--- src/rtl/johnson_phase_decoder.sv ---
// Johnson-code phase decoder with legality/sequence checking and a lock FSM.
// Optional sticky error flag and clear input when JOHNSON_DEC_STICKY_ERR_EN is defined.
module johnson_phase_decoder #(
  parameter int WIDTH    = 8,
  parameter int PH_W     = 4,
  parameter int LOCK_CNT = 4
) (
  input  logic                 clk,
  input  logic                 reset,
  input  logic [WIDTH-1:0]     q_in,
  input  logic                 q_valid,
`ifdef JOHNSON_DEC_STICKY_ERR_EN
  input  logic                 err_clr,
  output logic                 sticky_err,
`endif
  output logic [PH_W-1:0]      phase,
  output logic                 phase_valid,
  output logic [2*WIDTH-1:0]   phase_strobe,
  output logic                 illegal,
  output logic                 seq_err,
  output logic                 locked,
  output logic [7:0]           err_count
);

  localparam int NPH = 2 * WIDTH;

  typedef enum logic [1:0] {
    ST_UNLOCKED = 2'd0,
    ST_CHECKING = 2'd1,
    ST_LOCKED   = 2'd2
  } state_t;

  state_t             state_r, state_nx;
  logic [3:0]         match_r, match_nx;
  logic [PH_W-1:0]    prev_r, prev_nx, succ_s, dec_s, phase_r;
  logic [NPH-1:0]     strobe_r;
  logic               legal_s, take_s, illegal_s, seq_err_s, err_s;
  logic               phase_valid_r, illegal_r, seq_err_r, locked_r;
  logic [7:0]         err_count_r, cnt_nx;

  // A Johnson code has at most one boundary between its run of ones and zeros.
  function automatic logic is_legal(input logic [WIDTH-1:0] q);
    int unsigned n;
    n = 0;
    for (int i = 0; i < WIDTH - 1; i++) begin
      if (q[i] != q[i+1]) n++;
    end
    return (n <= 32'd1);
  endfunction

  function automatic logic [PH_W-1:0] decode(input logic [WIDTH-1:0] q);
    int unsigned ones;
    ones = 0;
    for (int i = 0; i < WIDTH; i++) begin
      if (q[i]) ones++;
    end
    if (q[WIDTH-1] == 1'b0) return PH_W'(ones);
    else                    return PH_W'(WIDTH + (WIDTH - int'(ones)));
  endfunction

  // Sample classification and expected successor
  always_comb begin
    legal_s = is_legal(q_in);
    dec_s   = decode(q_in);
    if (prev_r == PH_W'(NPH - 1)) succ_s = '0;
    else                          succ_s = prev_r + PH_W'(1);
  end

  // Lock FSM next-state, match counter and error pulses
  always_comb begin
    state_nx  = state_r;
    match_nx  = match_r;
    prev_nx   = prev_r;
    take_s    = 1'b0;
    illegal_s = 1'b0;
    seq_err_s = 1'b0;
    if (q_valid) begin
      if (!legal_s) begin
        illegal_s = 1'b1;
        state_nx  = ST_UNLOCKED;
        match_nx  = 4'd0;
      end else begin
        take_s  = 1'b1;
        prev_nx = dec_s;
        case (state_r)
          ST_UNLOCKED: begin
            match_nx = 4'd1;
            state_nx = (LOCK_CNT <= 1) ? ST_LOCKED : ST_CHECKING;
          end
          ST_CHECKING: begin
            if (dec_s == succ_s) match_nx = match_r + 4'd1;
            else                 match_nx = 4'd1;
            if (match_nx >= 4'(LOCK_CNT)) state_nx = ST_LOCKED;
            else                          state_nx = ST_CHECKING;
          end
          ST_LOCKED: begin
            if (dec_s == succ_s) begin
              state_nx = ST_LOCKED;
            end else begin
              seq_err_s = 1'b1;
              match_nx  = 4'd1;
              state_nx  = (LOCK_CNT <= 1) ? ST_LOCKED : ST_CHECKING;
            end
          end
          default: begin
            state_nx = ST_UNLOCKED;
            match_nx = 4'd0;
          end
        endcase
      end
    end else begin
      take_s = 1'b0;
    end
  end

  // Saturating error counter (clear has priority below a new error)
  always_comb begin
    err_s  = illegal_s | seq_err_s;
    cnt_nx = err_count_r;
    if (err_s && (err_count_r != 8'hFF)) cnt_nx = err_count_r + 8'd1;
    else                                 cnt_nx = err_count_r;
`ifdef JOHNSON_DEC_STICKY_ERR_EN
    if (err_clr) cnt_nx = err_s ? 8'd1 : 8'd0;
    else         cnt_nx = cnt_nx;
`endif
  end

  // State and registered outputs
  always_ff @(posedge clk) begin
    if (!reset) begin
      state_r       <= ST_UNLOCKED;
      match_r       <= 4'd0;
      prev_r        <= '0;
      phase_r       <= '0;
      phase_valid_r <= 1'b0;
      strobe_r      <= '0;
      illegal_r     <= 1'b0;
      seq_err_r     <= 1'b0;
      locked_r      <= 1'b0;
      err_count_r   <= 8'd0;
    end else begin
      state_r       <= state_nx;
      match_r       <= match_nx;
      prev_r        <= prev_nx;
      phase_r       <= take_s ? dec_s : phase_r;
      phase_valid_r <= take_s;
      strobe_r      <= take_s ? (NPH'(1) << dec_s) : '0;
      illegal_r     <= illegal_s;
      seq_err_r     <= seq_err_s;
      locked_r      <= (state_nx == ST_LOCKED);
      err_count_r   <= cnt_nx;
    end
  end

`ifdef JOHNSON_DEC_STICKY_ERR_EN
  logic sticky_r;

  // Sticky error flag: a new error wins over a coincident clear
  always_ff @(posedge clk) begin
    if (!reset)                       sticky_r <= 1'b0;
    else if (illegal_s || seq_err_s)  sticky_r <= 1'b1;
    else if (err_clr)                 sticky_r <= 1'b0;
    else                              sticky_r <= sticky_r;
  end

  assign sticky_err = sticky_r;
`endif

  assign phase        = phase_r;
  assign phase_valid  = phase_valid_r;
  assign phase_strobe = strobe_r;
  assign illegal      = illegal_r;
  assign seq_err      = seq_err_r;
  assign locked       = locked_r;
  assign err_count    = err_count_r;

endmodule
--- config.mk ---
export PLATFORM = sky130hd
export DESIGN_NAME = johnson_phase_decoder
export DESIGN_NICKNAME = d
export VERILOG_FILES = /design/src/rtl/johnson_phase_decoder.sv
export SDC_FILE = /design/constraint.sdc
export NUM_CORES = 1
export LEC_CHECK = 0
export ABC_AREA = 1
export CORE_ASPECT_RATIO = 1.75
export CORE_MARGIN = 2
export CORE_UTILIZATION = 43
export CTS_BUF_LIST = sky130_fd_sc_hd__clkbuf_8
export CTS_CLUSTER_SIZE = 14
export DETAILED_ROUTE_END_ITERATION = 12
export PLACE_DENSITY = 0.62
export SYNTH_ARGS = -nofsm -noshare
export SYNTH_HDL_FRONTEND = slang
export SYNTH_SLANG_ARGS = --single-unit
--- constraint.sdc ---
create_clock -name clk -period 9.7 [get_ports clk]
set_clock_uncertainty 0.15 [all_clocks]
set_input_delay 1.455 -clock clk [delete_from_list [all_inputs] [get_ports clk]]
set_output_delay 1.455 -clock clk [all_outputs]
set_load 0.02 [all_outputs]
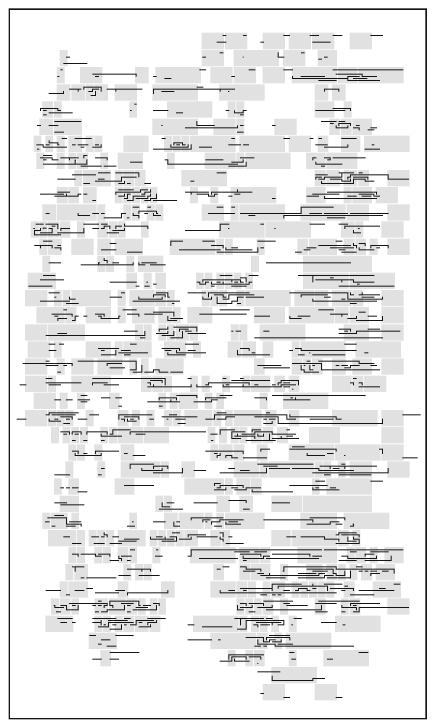
run_1/met1.png
Cells faint in the background.
The layer carries 2240 um of wire. 419 nets have wire on it. The longest straight run is 20.7 um. The layer holds 35% of the routed length. The wires run mostly horizontal.
via count: 2673
met1 Track Usage GR: 16.8%

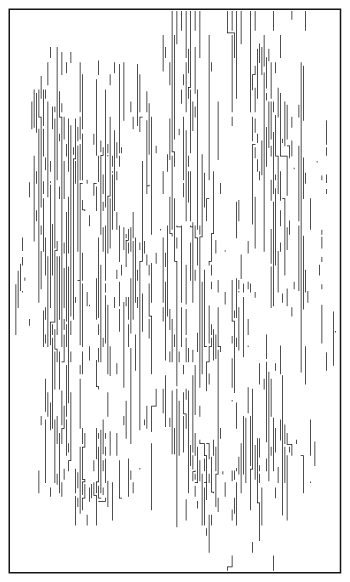
run_1/met2.png
The longest straight run is 61.9 um. The layer carries 3800 um of wire. The layer holds 60% of the routed length. The wires run mostly vertical. 404 nets have wire on it.

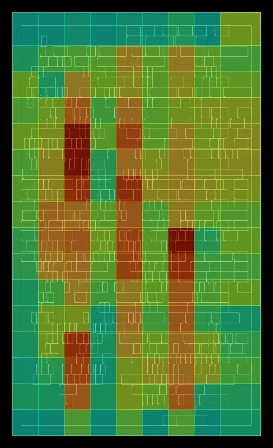
run_1/final_congestion.png
met2 Usage GRT: 37.6%
M3 GR Usage: 2.10%
Finished Core Util: 54.3%
WL per Instance: 11.9 um

==> qor.yml, run 1 <==
status: "finished, final reports clean"
ios: 43
synthTopCellsByArea: "dfxtp_1 (26%), nand2_1 (14%), nand3_1 (6.8%)"
chipArea_mm2: 0.00741
synth.most_common_cell: "nand2_1"
gp_congestion: 0.807
nFillCells: 647
viasPerCell: 4.98
grt_pass1_vias: 2489
drc: 0
ys_chip_area_mm2: 0.00289
flop_area_um2: 761
cts_buffer_depth: 2
met3WireLength_um: 173
layout_min_cycle_time_ps: 6730
top_cells_by_count: "nand2_1 (107), inv_1 (41), nand3_1 (39), dfxtp_1 (38), nor2_1 (35)"
wl_met1_um: 2240
ys_ff: 38
cp_max_fo: 10
wl_um: 6370
synth_cells: 408
syn_nets: 434
cts.sinks: 38
hold_violations: 0
ys_seq_share_pct: 26.4
critical_path.top_delay_family: "simple AND/OR/NAND/NOR gates"
crit_arrival_ps: 6810
die_h_um: 112
share_comb_of_total_power_pct: 42.6
-- run 1: placed cells by master (no fill, tap or decap), types with 2 or more instances in the layout --
cell,instances
nand2_4,10
dfxtp_1,38
bufinv_16,2
a21oi_1,11
nor3_1,2
nand2_2,24
inv_1,41
nand2_8,2
o21ai_0,6
a31oi_1,2
clkbuf_8,5
nor2_2,3
xnor2_1,4
nor2_1,35
clkdlybuf4s50_1,42
a21oi_2,7
nand3_2,5
nand2_1,107
xor2_1,8
o2111ai_1,2
nor2_4,3
nand4_1,3
ha_1,15
inv_2,14
nand3_1,39
nand3_4,7
o21ai_1,6
-- run 1: power by group through the flow --
| stage | Clock (mW) | Combinational (mW) | Sequential, mW |
|---|---|---|---|
| global route | 0.171 | 0.283 | 0.178 |
| detailed placement | 0 | 0.254 | 0.181 |
| CTS | 0.165 | 0.255 | 0.177 |
| floorplan | 0 | 0.185 | 0.189 |
| global placement | 0 | 0.250 | 0.181 |
| finish | 0.162 | 0.252 | 0.177 |
-- run 1: flip-flops by register name, indices dropped and copies added, names as in the netlist --
name / flops
seq_err: 1
illegal: 1
locked: 1
phase_strobe: 16
err_count: 8
phase_valid: 1
prev_r: 4
match_r: 4
state_r: 2
-- run 1: metrics by stage --
step / area, um^2 / std cells
6_report: 3530 / 537
3_5_place_dp: 3390 / 529
2_1_floorplan: 2890 / 408
4_1_cts: 3530 / 537
5_1_grt: 3530 / 537
3_3_place_gp: 3390 / 529
-- run 1: cell families (layout without fill, tap and decap cells) --
group           Yosys count  after routing
xor+xnor                 13             13
simple gates            246            246
compound gates           38             38
flops                    38             38
fa+ha+maj                15             15
buf+inv                  58            105
-- run 1: final cells by class --
type                            instances  area share, %
Clock inverter                          3           1.95
Clock buffer                            5           1.95
Multi-Input combinational cell        312           53.8
Tap cell                               82           2.91
Sequential cell                        38           21.6
Timing Repair Buffer                   42           11.9
Inverter                               55           5.86
-- run 1: worst reg2reg max path, cell delays in order (launching register included) --
cell and delay, ps:
dfxtp_1 410, ha_1 230, nand2_1 70, nand3_1 80
o21ai_0 160, inv_1 120, nand3_1 130, nand3_4 160
nand3_4 110, nand2_8 120, nand2_8 90, nand2_2 80
a21oi_2 40
-- run 1: final timing paths --
kind	from	endpoint	slack, ps	depth (start not counted)
setup reg to reg	prev_r[0]	err_count[1]	7610	12
hold reg to reg	match_r[3]	match_r[3]	340	2
hold / removal	match_r[3]	match_r[3]	340	2
setup / recovery	q_in[0]	err_count[4]	2970	37
-- run 1: metal layers --
layer | up-vias | GRT usage (%)
met5 | - | 0
met4 | 0 | 7.50
met3 | 12 | 2.10
met2 | 49 | 37.6
met1 | 1217 | 16.8
li1 | 1395 | -
run_1/density.png
Scale bar: 20 um. 7 x 11 tiles, from dark blue (low) to red (high), 0 to 100% covered.
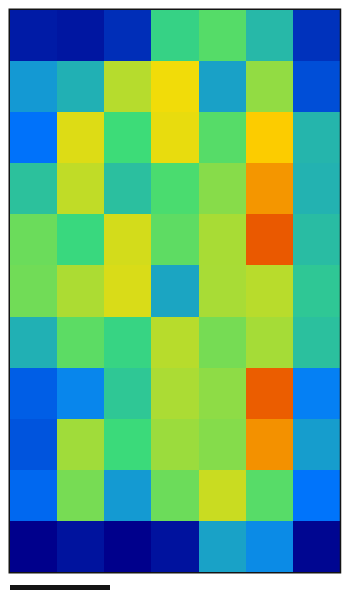

==> inputs of run 2 (changes only) <==
==> constraint.sdc (replaced) <==
create_clock -name clk -period 6.55 [get_ports clk]
set_clock_uncertainty 0.15 [all_clocks]
set_input_delay 0.9825 -clock clk [delete_from_list [all_inputs] [get_ports clk]]
set_output_delay 0.9825 -clock clk [all_outputs]
set_load 0.02 [all_outputs]
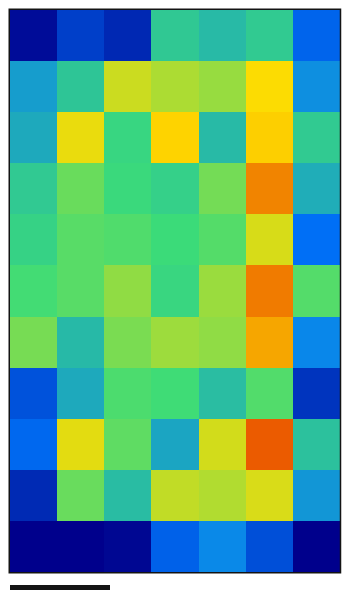
run_2/density.png
Scale bar: 20 um. 7 x 11 tiles, from dark blue (low) to red (high), 0 to 100% covered.
The fullest tile reaches 90%. 7.8% of the tiles are over 75% full. The mean over all tiles is 46%.
Finished Core Util: 54.1%
Floorplan Utilization: 44.5%
core area: 0.00649 mm^2

==> run 2 against run 1 <==
Net effect:
- first-iteration DRC count is the same
- critical path depth shrank 2
- clock-buffer cell count is the same
- worst setup slack lost 2500 ps
- sequential cell count is the same
- core utilization shrank 0.25 points
- sequential power grew 48%
- die area is the same
==> qor.yml, run 2 <==
reg2reg_depth: 12  # unchanged
ys_ff: 38  # unchanged
largest_register_ffs: 16  # unchanged
vias: 2680  # +0.26%
crit_arrival_ps: 6150  # -660 ps
min-delay-start: "match_r[3]"
ios: 43  # unchanged
cts-root-buf: "clkbuf_8"
timing.final.ws_setup_ps: 475
layout_min_cycle_time_ps: 6080
synthTopCellsByArea: "dfxtp_1 (26%), nand2_1 (14%), nand3_1 (6.8%)"
pre_cts_ws_ps: 34.1
largest_area_cell: "dfxtp_1"
synth.most_common_cell: "nand2_1"
status: "finished, final reports clean"
ys_types: 38
chipArea_mm2: 0.00741  # unchanged
ys_cells: 408
r2r_setup_slack_ps: 4460  # -3150 ps
ys_seq_share_pct: 26.4  # unchanged
stdcell_count: 538  # +0.19%
drc: 0  # unchanged
lay_top_count: "nand2_1"
critPathMaxStageDelay_ps: 500
post_drt_wl_per_cell_um: 11.9  # about the same
gp_congestion: 0.814  # +0.82%
ys_chip_area_mm2: 0.00289  # unchanged
die_h_um: 112  # unchanged
critical_path.top_delay_family: "adder cells"
cts.sinks: 38  # unchanged
wl_um: 6380  # +0.20%
min_path_cells: 2  # unchanged
grt_util_all_layers_pct: 18.7
cp_max_fo: 10  # unchanged
grt_pass1_vias: 2549  # +2.4%
cts_tree: "yes"
place_area_mm2: 0.00340  # +0.22%
r2r_end: "err_count[5]"
viasPerCell: 4.98  # about the same
finalInstanceArea_mm2: 0.00351  # -0.46%
hold_path_end: "match_r[3]"
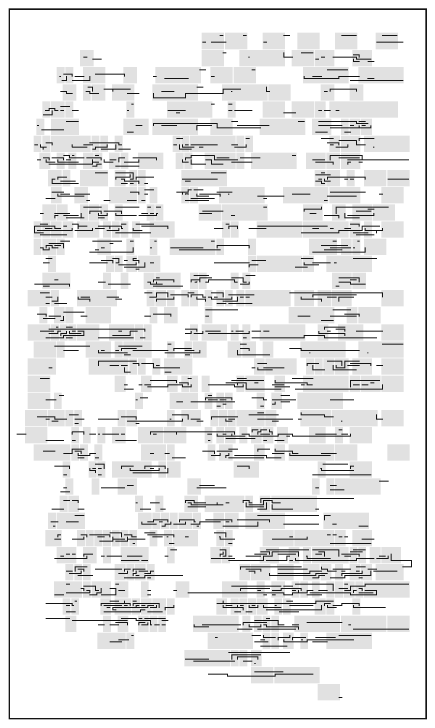
run_2/met1.png
Cells faint in the background.
429 nets have wire on it. The longest straight run is 15.6 um.

==> run 2: cells by family (layout without fill, tap and decap cells) <==
group           Yosys count  count (layout)  synth area share [%]
simple gates            246             246                  46.5
buf+inv                  58             106                  7.85
compound gates           38              38                  8.54
flops                    38              38                  26.4
fa+ha+maj                15              15                  6.50
xor+xnor                 13              13                  4.21
==> run 2: power by group <==
| group | switching, mW | internal, mW |
|---|---|---|
| Clock | 0.0875 | 0.113 |
| Sequential | 0.0154 | 0.247 |
| Combinational | 0.240 | 0.132 |
==> run 2: area by class of cell <==
type,instances,area (um^2)
tap,82,103
sequential,38,761
multi-input combinational,312,1900
inverter,55,206
timing repair buffer,43,428
clock inverter,3,45.0
clock buffer,5,68.8
fill,647,2980
==> run 2: routing by layer <==
layer	vias up	global-route usage [%]	share of wire, %
met1	1212	16.5	34
li1	1395	-	-
met4	0	9.58	3.8
met3	18	2.30	3.1
met5	-	0	0
met2	55	38.0	59
==> run 2: how the worst max path moves through the flow <==
stage | startpoint | end | slack, ps | depth (start not counted)
final | q_in[1] | err_count[5] | 470 | 35
after global routing | q_in[1] | err_count[0] | 10 | 34
after CTS | q_in[1] | err_count[5] | 340 | 35
after detailed placement | q_in[1] | err_count[2] | 30 | 35
after global placement | q_in[1] | err_count[2] | 200 | 35
after floorplan | q_in[0] | err_count[2] | 1010 | 33
==> run 2: worst register-to-register path: stages (launching register included) <==
cell and delay [ps]:
dfxtp_1 400, ha_1 220, xor2_1 230, inv_1 60, nand2_1 80, nand2_2 70
nor2_4 180, nand3_4 140, nand3_4 120, nand2_8 90, nand2_8 110, nand2_2 70
a21oi_2 110
==> run 2: timing repair <==
action,4_1_cts,5_1_grt
resized,0,1
buffers inserted,0,0
setup endpoints to repair,0,12
Power figures rest on the tool's default switching activity, not on a simulated workload.
